`src/rtl/scan_decoder_pkg.sv`:
```
// scan_decoder_pkg: shared mode encoding and default sizes for the scan decoder
package scan_decoder_pkg;
  typedef enum logic [1:0] {DIRECT = 2'b00, SCAN_UP = 2'b01, SCAN_DOWN = 2'b10, HOLD = 2'b11} mode_t;
  localparam int SEL_W_DEF = 4;
  localparam int NUM_OUT_DEF = 16;
  localparam int DWELL_W_DEF = 8;
endpackage

```
`src/rtl/scan_decoder_onehot_dec.sv`:
```
// onehot_dec: combinational index-to-one-hot decoder, zero when disabled or index out of range
module onehot_dec
  import scan_decoder_pkg::*;
#(
  parameter int SEL_W = SEL_W_DEF,
  parameter int NUM_OUT = NUM_OUT_DEF
) (
  input  logic               en,
  input  logic [SEL_W-1:0]   idx,
  output logic [NUM_OUT-1:0] oh
);
  localparam logic [SEL_W:0] LIM = (SEL_W + 1)'(NUM_OUT);
  assign oh = (en && {1'b0, idx} < LIM) ? NUM_OUT'(1) << idx : '0;
endmodule

```
`src/rtl/scan_decoder.sv`:
```
// scan_decoder: registered one-hot decoder with direct select, up/down auto-scan and hold modes
module scan_decoder
  import scan_decoder_pkg::*;
#(
  parameter int SEL_W = SEL_W_DEF,
  parameter int NUM_OUT = NUM_OUT_DEF,
  parameter int DWELL_W = DWELL_W_DEF
) (
  input  logic               clk,
  input  logic               rst_n,
  input  logic               enable,
  input  logic [1:0]         mode,
  input  logic [SEL_W-1:0]   sel,
  input  logic               sel_valid,
  output logic               sel_ready,
  input  logic [DWELL_W-1:0] dwell,
  output logic [NUM_OUT-1:0] out,
  output logic [SEL_W-1:0]   idx,
  output logic               wrap,
  output logic               err
);
  localparam logic [SEL_W:0] LIM = (SEL_W + 1)'(NUM_OUT);
  localparam logic [SEL_W:0] LAST = (SEL_W + 1)'(NUM_OUT - 1);
  mode_t m, prev_mode;
  logic [SEL_W-1:0] idx_nxt;
  logic [DWELL_W-1:0] cnt, cnt_nxt;
  logic [NUM_OUT-1:0] oh;
  logic wrap_nxt, err_nxt, changed, step, scan, at_top, at_bot, bad_idx, bad_sel;
  assign m = mode_t'(mode);
  assign sel_ready = rst_n && enable && m == DIRECT;
  assign changed = m != prev_mode;
  assign step = cnt >= dwell;
  assign scan = m == SCAN_UP || m == SCAN_DOWN;
  assign at_top = {1'b0, idx} == LAST;
  assign at_bot = idx == '0;
  assign bad_idx = {1'b0, idx} >= LIM;
  assign bad_sel = {1'b0, sel} >= LIM;
  // A mode change restarts the dwell and suppresses the scan step on that edge.
  always_comb begin
    idx_nxt = idx;
    cnt_nxt = cnt;
    wrap_nxt = 1'b0;
    err_nxt = 1'b0;
    if (enable) begin
      if (changed || m == DIRECT) cnt_nxt = '0;
      else if (scan) cnt_nxt = step ? '0 : cnt + 1'b1;
      if (m == DIRECT && sel_valid && sel_ready) begin
        idx_nxt = bad_sel ? idx : sel;
        err_nxt = bad_sel;
      end else if (scan && !changed && step) begin
        if (bad_idx) idx_nxt = '0;
        else if (m == SCAN_UP) begin
          idx_nxt = at_top ? '0 : idx + 1'b1;
          wrap_nxt = at_top;
        end else begin
          idx_nxt = at_bot ? SEL_W'(NUM_OUT - 1) : idx - 1'b1;
          wrap_nxt = at_bot;
        end
      end
    end
  end
  onehot_dec #(.SEL_W(SEL_W), .NUM_OUT(NUM_OUT)) u_dec (
    .en (enable),
    .idx(idx_nxt),
    .oh (oh)
  );
  always_ff @(posedge clk or negedge rst_n) begin
    if (!rst_n) begin
      idx <= '0;
      cnt <= '0;
      out <= '0;
      wrap <= 1'b0;
      err <= 1'b0;
      prev_mode <= DIRECT;
    end else begin
      idx <= idx_nxt;
      cnt <= cnt_nxt;
      out <= oh;
      wrap <= wrap_nxt;
      err <= err_nxt;
      prev_mode <= m;
    end
  end
endmodule

```
`config.mk`:
```
export PLATFORM = sky130hd
export DESIGN_NAME = scan_decoder
export DESIGN_NICKNAME = d
export VERILOG_FILES = /design/src/rtl/scan_decoder_pkg.sv /design/src/rtl/scan_decoder_onehot_dec.sv /design/src/rtl/scan_decoder.sv
export SDC_FILE = /design/constraint.sdc
export NUM_CORES = 1
export LEC_CHECK = 0
export CAP_MARGIN = 20
export CELL_PAD_IN_SITES_DETAIL_PLACEMENT = 0
export CELL_PAD_IN_SITES_GLOBAL_PLACEMENT = 1
export CORE_ASPECT_RATIO = 0.8
export CORE_MARGIN = 1
export CORE_UTILIZATION = 35
export CTS_BUF_LIST = sky130_fd_sc_hd__clkbuf_16
export CTS_CLUSTER_DIAMETER = 80
export DETAILED_ROUTE_END_ITERATION = 8
export GPL_TIMING_DRIVEN = 0
export HOLD_SLACK_MARGIN = 0.12
export PLACE_DENSITY_LB_ADDON = 0.05
export SYNTH_ARGS = -nofsm -noshare
export SYNTH_HDL_FRONTEND = slang
export SYNTH_SLANG_ARGS = --single-unit
export TNS_END_PERCENT = 50
```
`constraint.sdc`:
```
create_clock -name clk -period 4.5 [get_ports clk]
set_clock_uncertainty 0.05 [all_clocks]
set_input_delay 0.9 -clock clk [delete_from_list [all_inputs] [get_ports clk]]
set_output_delay 0.9 -clock clk [all_outputs]
set_load 0.005 [all_outputs]
```
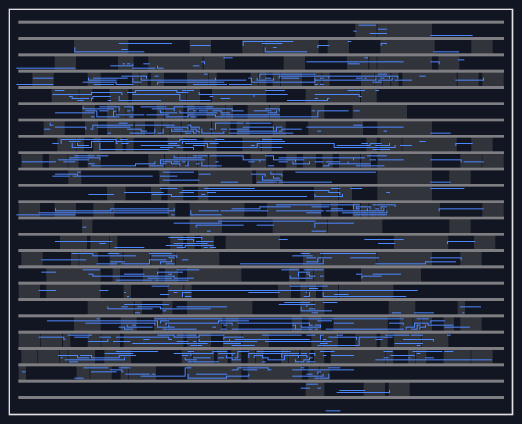
*The metal 1 layer, run 1*
(6 px per um) Supply wires on this layer in grey. Cells faint in the background.
nets with wire on the layer: 243
wire length on this layer: 2,240 um
longest straight run: 41.4 um

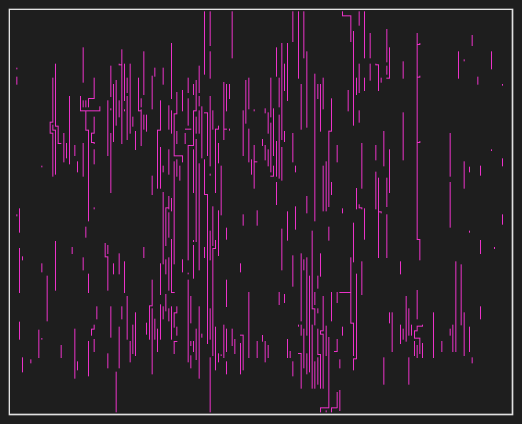
*M2 wires, run 1*
(6 px per um)
share of all routed wire: 41%
nets with wire on the layer: 228
main direction: vertical
wire length on this layer: 1,820 um

==> results_dict.tcl, run 1 <==
# collected from the flow reports
set metrics [dict create \
    cts.path.max_buffers 2 \
    slew-limit-headroom 0.2950 \
    dieArea_sq_um 5628 \
    postCtsSetupBuffers 0 \
    die_h_um 67.30 \
    grt_pass1_wl_um 7831 \
    clockPowerShare 0.478 \
    dieWidth_um 83.63 \
    syn2layout_area_growth_pct 35.35 \
    yosys_area_sq_um 1866 \
    grt_pass1_vias 1666 \
    path_max_fanout 18 \
    ys_cells 198 \
    drtIter0Drc 70 \
    yosysWarnings 0 \
    rr_startpoint "cnt[0]$_DFFE_PN0P_" \
    hp-class "reg -> reg" \
    logic_area_sq_um 1003 \
    drtAntennaViolNets 0 \
    cp-start-kind "input pin" \
    reg2reg_slack_ns 1.63 \
    status "finished, final reports clean" \
    vdd_ir_drop_max_mv 0.1548 \
    hold_path_depth 1 \
    power.switching_mw 0.1818 \
    slew_violations 0 \
    lay_top_cells "clkdlybuf4s50_1, dfrtp_1, nor2_1" \
    drive_above_1_share 0.09756 \
    syn_inst 198 \
    dpl.hpwl_um 3464 \
    antenna_found_initial 0 \
    setup_viol 0 \
    tns_ns 0 \
    cp-end-kind "output pin" \
    gp_congestion 0.8985 \
    viasPerCell 5.279 \
    swShare 0.2330 \
    r2r_cells 9 \
    critPathRequiredTime_ns 3.55 \
]
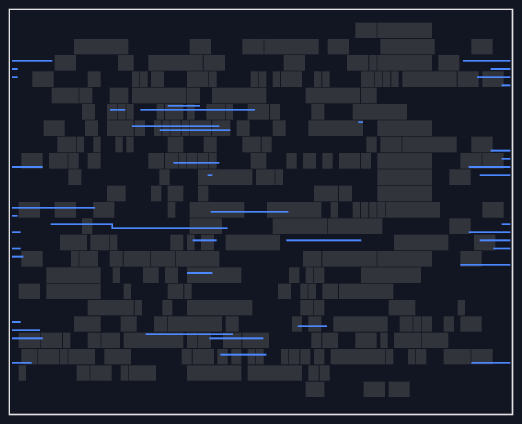
*Metal 3, run 1*
(6 px per um) Cells faint in the background.
wire length on this layer: 263 um
share of all routed wire: 6.0%
nets with wire on the layer: 39

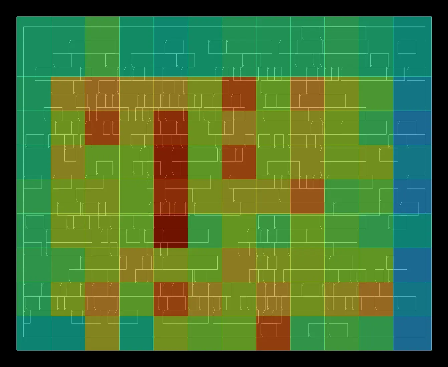
*Track usage over the die, run 1*
routed len/inst: 14.25 um
GR Util All Layers: 0.1769
M2 GR Usage: 0.2703

## run 1: critical path, stage by stage
cell             delay [ns]
clkdlybuf4s50_1        1.03
buf_16                 0.23
and3_1                 0.23
clkdlybuf4s50_1        0.53
## run 1: how the worst max path moves through the flow
stage	to	cells after the start	start	slack (ns)
2_1_floorplan	out[11]$_DFF_PN0_	9	dwell[1]	1.55
3_3_place_gp	out[3]$_DFF_PN0_	8	rst_n	0.12
3_5_place_dp	out[12]$_DFF_PN0_	9	rst_n	0.41
4_1_cts	sel_ready	4	rst_n	0.56
5_1_grt	out[14]$_DFF_PN0_	9	rst_n	0.32
6_report	sel_ready	4	rst_n	0.62
## run 1: cells in the mapped netlist, types with 2 or more instances
| cell type | number |
|---|---|
| nor3_2 | 2 |
| a21oi_1 | 6 |
| and3_1 | 4 |
| buf_2 | 3 |
| nor3_1 | 5 |
| nand3_1 | 6 |
| inv_1 | 14 |
| nand4_1 | 5 |
| o31ai_1 | 5 |
| and2_1 | 4 |
| ha_1 | 13 |
| a211o_1 | 2 |
| nand2_1 | 12 |
| nor2_1 | 24 |
| xor2_1 | 2 |
| o22ai_1 | 3 |
| dfrtp_1 | 31 |
| o21ai_0 | 13 |
| o41ai_1 | 2 |
| a41oi_1 | 2 |
| xnor2_1 | 3 |
| clkbuf_1 | 3 |
| or2_2 | 3 |
| nor2b_1 | 2 |
| nand2b_1 | 4 |
## run 1: layout make-up
class                           instances  share of cell area
Clock buffer                            5             0.04955
Sequential cell                        31              0.3072
Tap cell                               62             0.03072
Buffer                                  7             0.01338
Inverter                               14             0.02081
Clock inverter                          3             0.01536
Timing Repair Buffer                   40              0.1655
Multi-Input combinational cell        146              0.3974
## run 1: per-stage QoR
| stage | std cells | hold WS (ns) |
|---|---|---|
| after floorplan | 198 | 0.4018 |
| after global placement | 299 | 0.4457 |
| after detailed placement | 300 | 0.4650 |
| after CTS | 308 | 0.4751 |
| after global routing | 308 | 0.4808 |
| final | 308 | 0.4697 |
## run 1: routing by layer
layer,track usage,part of all wire,up-vias
li1,-,-,803
met1,0.2451,0.51,760
met2,0.2703,0.41,56
met3,0.04034,0.060,7
met4,0.06992,0.014,0
met5,0,0,-
## run 1: state kept, by name, summed over array words and instances (netlist names)
register	count
cnt	8
idx	4
prev_mode	2
wrap	1
out	16
## run 1: kinds of logic (layout without fill, tap and decap cells)
group / count (synthesis) / count (layout) / synth area share
AOI/OAI and AO/OA: 47 / 47 / 0.1972
xor gates and xnor gates: 5 / 5 / 0.02348
adders and majority gates: 13 / 13 / 0.08719
buffers and inverters: 21 / 69 / 0.04628
DFF: 31 / 31 / 0.4158
other: 1 / 1 / 0.002010
and+or+nand+nor: 80 / 80 / 0.2280
## run 1: power groups by stage
| stage | Combinational [mW] | Clock [mW] | Sequential (mW) |
|---|---|---|---|
| 2_1_floorplan | 0.0594 | 0 | 0.300 |
| 6_report | 0.109 | 0.373 | 0.298 |
| 5_1_grt | 0.124 | 0.393 | 0.300 |
| 3_5_place_dp | 0.110 | 0 | 0.302 |
| 4_1_cts | 0.110 | 0.378 | 0.298 |
| 3_3_place_gp | 0.105 | 0 | 0.302 |
--- run 2 (diff from run 1) ---
==> constraint.sdc (replaced) <==
create_clock -name clk -period 4.5 [get_ports clk]
set_clock_uncertainty 0.05 [all_clocks]
set_input_delay 0.675 -clock clk [delete_from_list [all_inputs] [get_ports clk]]
set_output_delay 0.675 -clock clk [all_outputs]
set_load 0.005 [all_outputs]
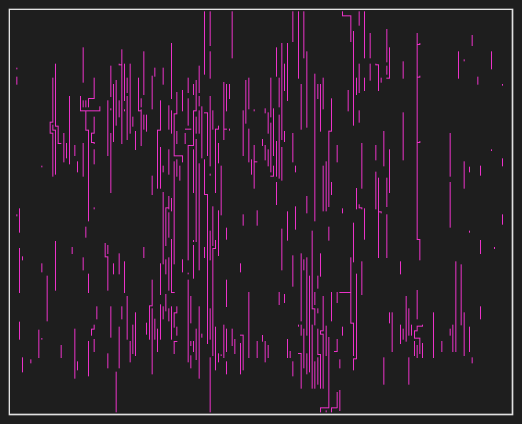
*M2 wires, run 2*
(6 px per um)
share of all routed wire: 41%
main direction: vertical
wire length on this layer: 1,820 um
nets with wire on the layer: 228
longest straight run: 34.3 um

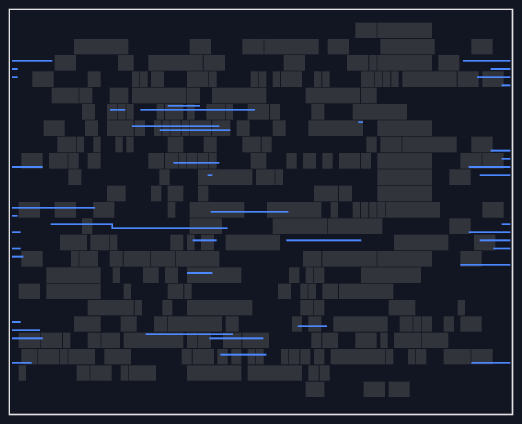
*Metal 3, run 2*
(6 px per um) Cells faint in the background.
grt met3 use: 0.04034
Routed Wire Length: 4390 um
via count: 1,626

==> run 2 against run 1 <==
Effect of this change: critical path depth grew 5; non-clock buffer count is the same; via count is the same; first-iteration DRC count is the same; combinational power is essentially flat.
==> results_dict.tcl, run 2 <==
# collected from the flow reports
set metrics [dict create \
    status "finished, final reports clean" \
    cts.path.max_buffers 2 \
    die_h_um 67.30 \
    wl_per_cell_um 14.25 \
    critPathRequiredTime_ns 4.65 \
    drive_above_1_share 0.09756 \
    lay_top_cells "clkdlybuf4s50_1, dfrtp_1, nor2_1" \
    swShare 0.2330 \
    largest_register_ffs 16 \
    yosys_area_sq_um 1866 \
    grt_pass1_wl_um 7831 \
    reg_top3 "out (16), cnt (8), idx (4)" \
    hold_path_depth 1 \
    largest_register "out" \
    hold_ws_ns 0.4697 \
    path_max_fanout 18 \
    dieArea_sq_um 5628 \
    yosysWarnings 0 \
    setup_viol 0 \
    cp-start-kind "input pin" \
    slew_violations 0 \
    grt_pass1_vias 1666 \
    postCtsSetupBuffers 0 \
    clockPowerShare 0.478 \
    common_cells "dfrtp_1, nor2_1, inv_1" \
    gp_congestion 0.8985 \
    drtAntennaViolNets 0 \
    viasPerCell 5.279 \
    vdd_ir_drop_max_mv 0.1548 \
]
run 2: cell counts after synthesis:
Identical to the previous run, type by type.
run 2: kinds of logic after synthesis:
group	Yosys count	share of synthesized area
adders and majority gates	13	0.08719
AOI/OAI and AO/OA	47	0.1972
xor gates and xnor gates	5	0.02348
DFF	31	0.4158
and+or+nand+nor	80	0.2280
buffers and inverters	21	0.04628
other	1	0.002010
run 2: power by group through the flow:
| stage | logic, mW | registers [mW] | clock network, mW |
|---|---|---|---|
| global placement | 0.105 | 0.302 | 0 |
| floorplan | 0.0594 | 0.300 | 0 |
| CTS | 0.110 | 0.298 | 0.378 |
| global route | 0.124 | 0.300 | 0.393 |
| finish | 0.109 | 0.298 | 0.373 |
| detailed placement | 0.110 | 0.302 | 0 |
run 2: worst max-delay path: stages:
cell	delay, ns
clkdlybuf4s50_1	0.87
buf_16	0.38
and3_1	0.21
nand2_1	0.18
clkbuf_1	0.33
nor2_1	0.11
a311oi_1	0.56
nand3_1	0.21
nor2_1	0.14
run 2: layout make-up:
| type | instances | area, sq um | area share |
|---|---|---|---|
| sequential | 31 | 775.7 | 0.3072 |
| clock buffer | 5 | 125.1 | 0.04955 |
| clock inverter | 3 | 38.79 | 0.01536 |
| tap | 62 | 77.57 | 0.03072 |
| multi-input combinational | 146 | 1003 | 0.3974 |
| inverter | 14 | 52.55 | 0.02081 |
| timing repair buffer | 40 | 417.9 | 0.1655 |
| buffer | 7 | 33.78 | 0.01338 |
run 2: worst max-delay path by stage:
stage,start,end,cells after the start
after global routing,rst_n,out[14]$_DFF_PN0_,9
after detailed placement,rst_n,out[12]$_DFF_PN0_,9
final,rst_n,out[12]$_DFF_PN0_,9
after floorplan,dwell[1],out[11]$_DFF_PN0_,9
after global placement,rst_n,out[3]$_DFF_PN0_,8
after CTS,rst_n,out[12]$_DFF_PN0_,9
run 2: layer usage:
metal  global-route usage  up-vias  share of wire
met1               0.2451      760           0.51
li1                     -      803              -
met5                    0        -              0
met3              0.04034        7          0.060
met4              0.06992        0          0.014
met2               0.2703       56           0.41
### Clock wires, drivers and flops, run 2

(3 px per um)
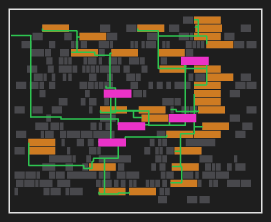

--- run 3 (diff from run 2) ---
==> constraint.sdc (replaced) <==
create_clock -name clk -period 3.5 [get_ports clk]
set_clock_uncertainty 0.05 [all_clocks]
set_input_delay 0.525 -clock clk [delete_from_list [all_inputs] [get_ports clk]]
set_output_delay 0.525 -clock clk [all_outputs]
set_load 0.005 [all_outputs]
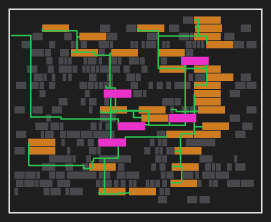
*Clock wires, drivers and flops, run 3*
(3 px per um)
[flip-flops] orange | count: 31
[cells driving clock nets] magenta | count: 5
[clock wires] green | length: 442 um
routed clock nets: 6

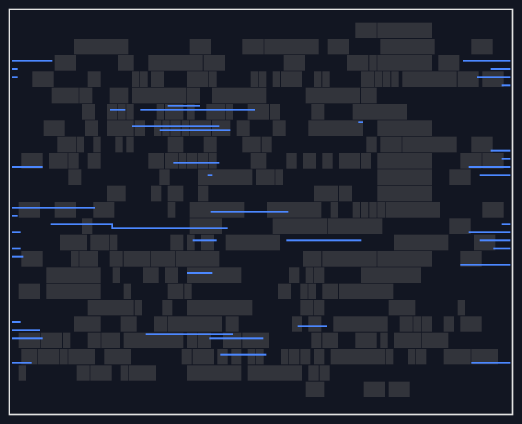
*Metal 3, run 3*
(6 px per um) Cells faint in the background.
Routed Wire Length: 4388 um

==> run 3 against run 2 <==
Effect of this change: worst setup slack got worse by 0.57 ns; critical path type unchanged; cell area barely moved; first-iteration DRC count did not move; via count did not move; global-route usage did not move; register-to-register slack got worse by 1.0 ns; sequential share of layout area barely moved; area after synthesis did not move; critical path depth did not move; utilization barely moved.
==> results_dict.tcl, run 3 <==
# collected from the flow reports
set metrics [dict create \
    postCtsSetupBuffers 0 \
    drive_above_1_share 0.09756 \
    lay_top_cells "clkdlybuf4s50_1, dfrtp_1, nor2_1" \
    fin_util 0.4990 \
    critPathRequiredTime_ns 3.65 \
    dieArea_sq_um 5628 \
    status "finished, final reports clean" \
    reg_top3 "out (16), cnt (8), idx (4)" \
    antenna_found_initial 0 \
    rr_startpoint "cnt[0]$_DFFE_PN0P_" \
    cts.path.max_buffers 2 \
    viasPerCell 5.279 \
    clk_latency_ns 0.27 \
    hp-class "in -> async" \
    wl_per_cell_um 14.25 \
    grt_pass1_wl_um 7831 \
    critPathKind "in -> reg" \
    hold_ws_ns 0.3038 \
    grt_pass1_vias 1666 \
    drtAntennaViolNets 0 \
    common_cells "dfrtp_1, nor2_1, inv_1" \
    drtIter0Drc 70 \
    cp-start-kind "input pin" \
    slew-limit-headroom 0.2950 \
    dr_total_vias 1626 \
    r2r_cells 9 \
    reg2reg_slack_ns 0.63 \
    synth-edff-count 0 \
    syn_inst 198 \
    dp_cells 300 \
    layout.cells.non_filler 308 \
    most_common_cell "dfrtp_1" \
    netlist_area_sq_um 1866 \
    dpl.hpwl_um 3464 \
    largest_register_ffs 16 \
    gp_congestion 0.8985 \
    fin_crit_sh 0.8879 \
    path_max_fanout 6 \
    cp-end-kind "register" \
    die_h_um 67.30 \
    yosys_area_sq_um 1866 \
    setup_viol 0 \
    slew_violations 0 \
    dieWidth_um 83.63 \
    largest_register "out" \
    ys_cells 198 \
]
-- run 3: netlist changes by cell type in the layout (fill, tap and decap cells not counted), sizes merged --
cell,before,now
dlymetal6s2s,0,1
clkdlybuf4s50,39,38
-- run 3: layout make-up --
| cell class | instances | area (sq um) | area share |
|---|---|---|---|
| Timing Repair Buffer | 40 | 420.4 | 0.1663 |
| Buffer | 7 | 33.78 | 0.01337 |
| Clock inverter | 3 | 38.79 | 0.01535 |
| Inverter | 14 | 52.55 | 0.02079 |
| Multi-Input combinational cell | 146 | 1003 | 0.3970 |
| Clock buffer | 5 | 125.1 | 0.04951 |
| Tap cell | 62 | 77.57 | 0.03069 |
| Sequential cell | 31 | 775.7 | 0.3069 |
-- run 3: layer usage --
| metal | part of all wire | vias to the layer above | global-route usage |
|---|---|---|---|
| met1 | 0.51 | 760 | 0.2451 |
| li1 | - | 803 | - |
| met3 | 0.060 | 7 | 0.04034 |
| met5 | 0 | - | 0 |
| met4 | 0.014 | 0 | 0.06992 |
| met2 | 0.41 | 56 | 0.2703 |
-- run 3: where the power goes --
group	switching [mW]	internal (mW)	total (mW)	leakage, nW
registers	0.0135	0.369	0.383	0.417
logic	0.0715	0.0691	0.141	0.637
clock network	0.149	0.331	0.480	0.0812
total	0.234	0.769	1.00	1.13
-- run 3: logic make-up (layout without fill, tap and decap cells) --
logic type / after synthesis / in the layout / share of synthesized area
AND/OR/NAND/NOR: 80 / 80 / 0.2280
AND-OR/OR-AND: 47 / 47 / 0.1972
flip-flops: 31 / 31 / 0.4158
buffers and inverters: 21 / 69 / 0.04628
adder cells (fa/ha/maj): 13 / 13 / 0.08719
XOR/XNOR: 5 / 5 / 0.02348
other: 1 / 1 / 0.002010
-- run 3: how the worst max path moves through the flow --
stage	startpoint	end	slack (ns)	cells after the start
detailed placement	rst_n	out[12]$_DFF_PN0_	-0.21	9
finish	dwell[7]	out[12]$_DFF_PN0_	0.39	9
floorplan	dwell[1]	out[11]$_DFF_PN0_	0.92	9
global route	dwell[7]	out[14]$_DFF_PN0_	0.13	9
global placement	rst_n	out[3]$_DFF_PN0_	-0.50	8
CTS	rst_n	out[12]$_DFF_PN0_	0.07	9
-- run 3: metrics by stage --
stage | TNS (ns) | total power, mW
global placement | -7.761 | 0.5228
floorplan | 0 | 0.4624
detailed placement | -2.400 | 0.5300
global route | 0 | 1.050
CTS | 0 | 1.011
finish | 0 | 1.003
-- run 3: critical path, cell delays in order --
cell	delay, ns
clkdlybuf4s50_1	0.45
inv_1	0.04
ha_1	0.30
nand4_1	0.23
a2111oi_4	0.57
nor3_1	0.16
a311oi_1	0.62
nand3_1	0.21
nor2_1	0.14
No activity file was given, so power comes from the tool's default toggle rates.
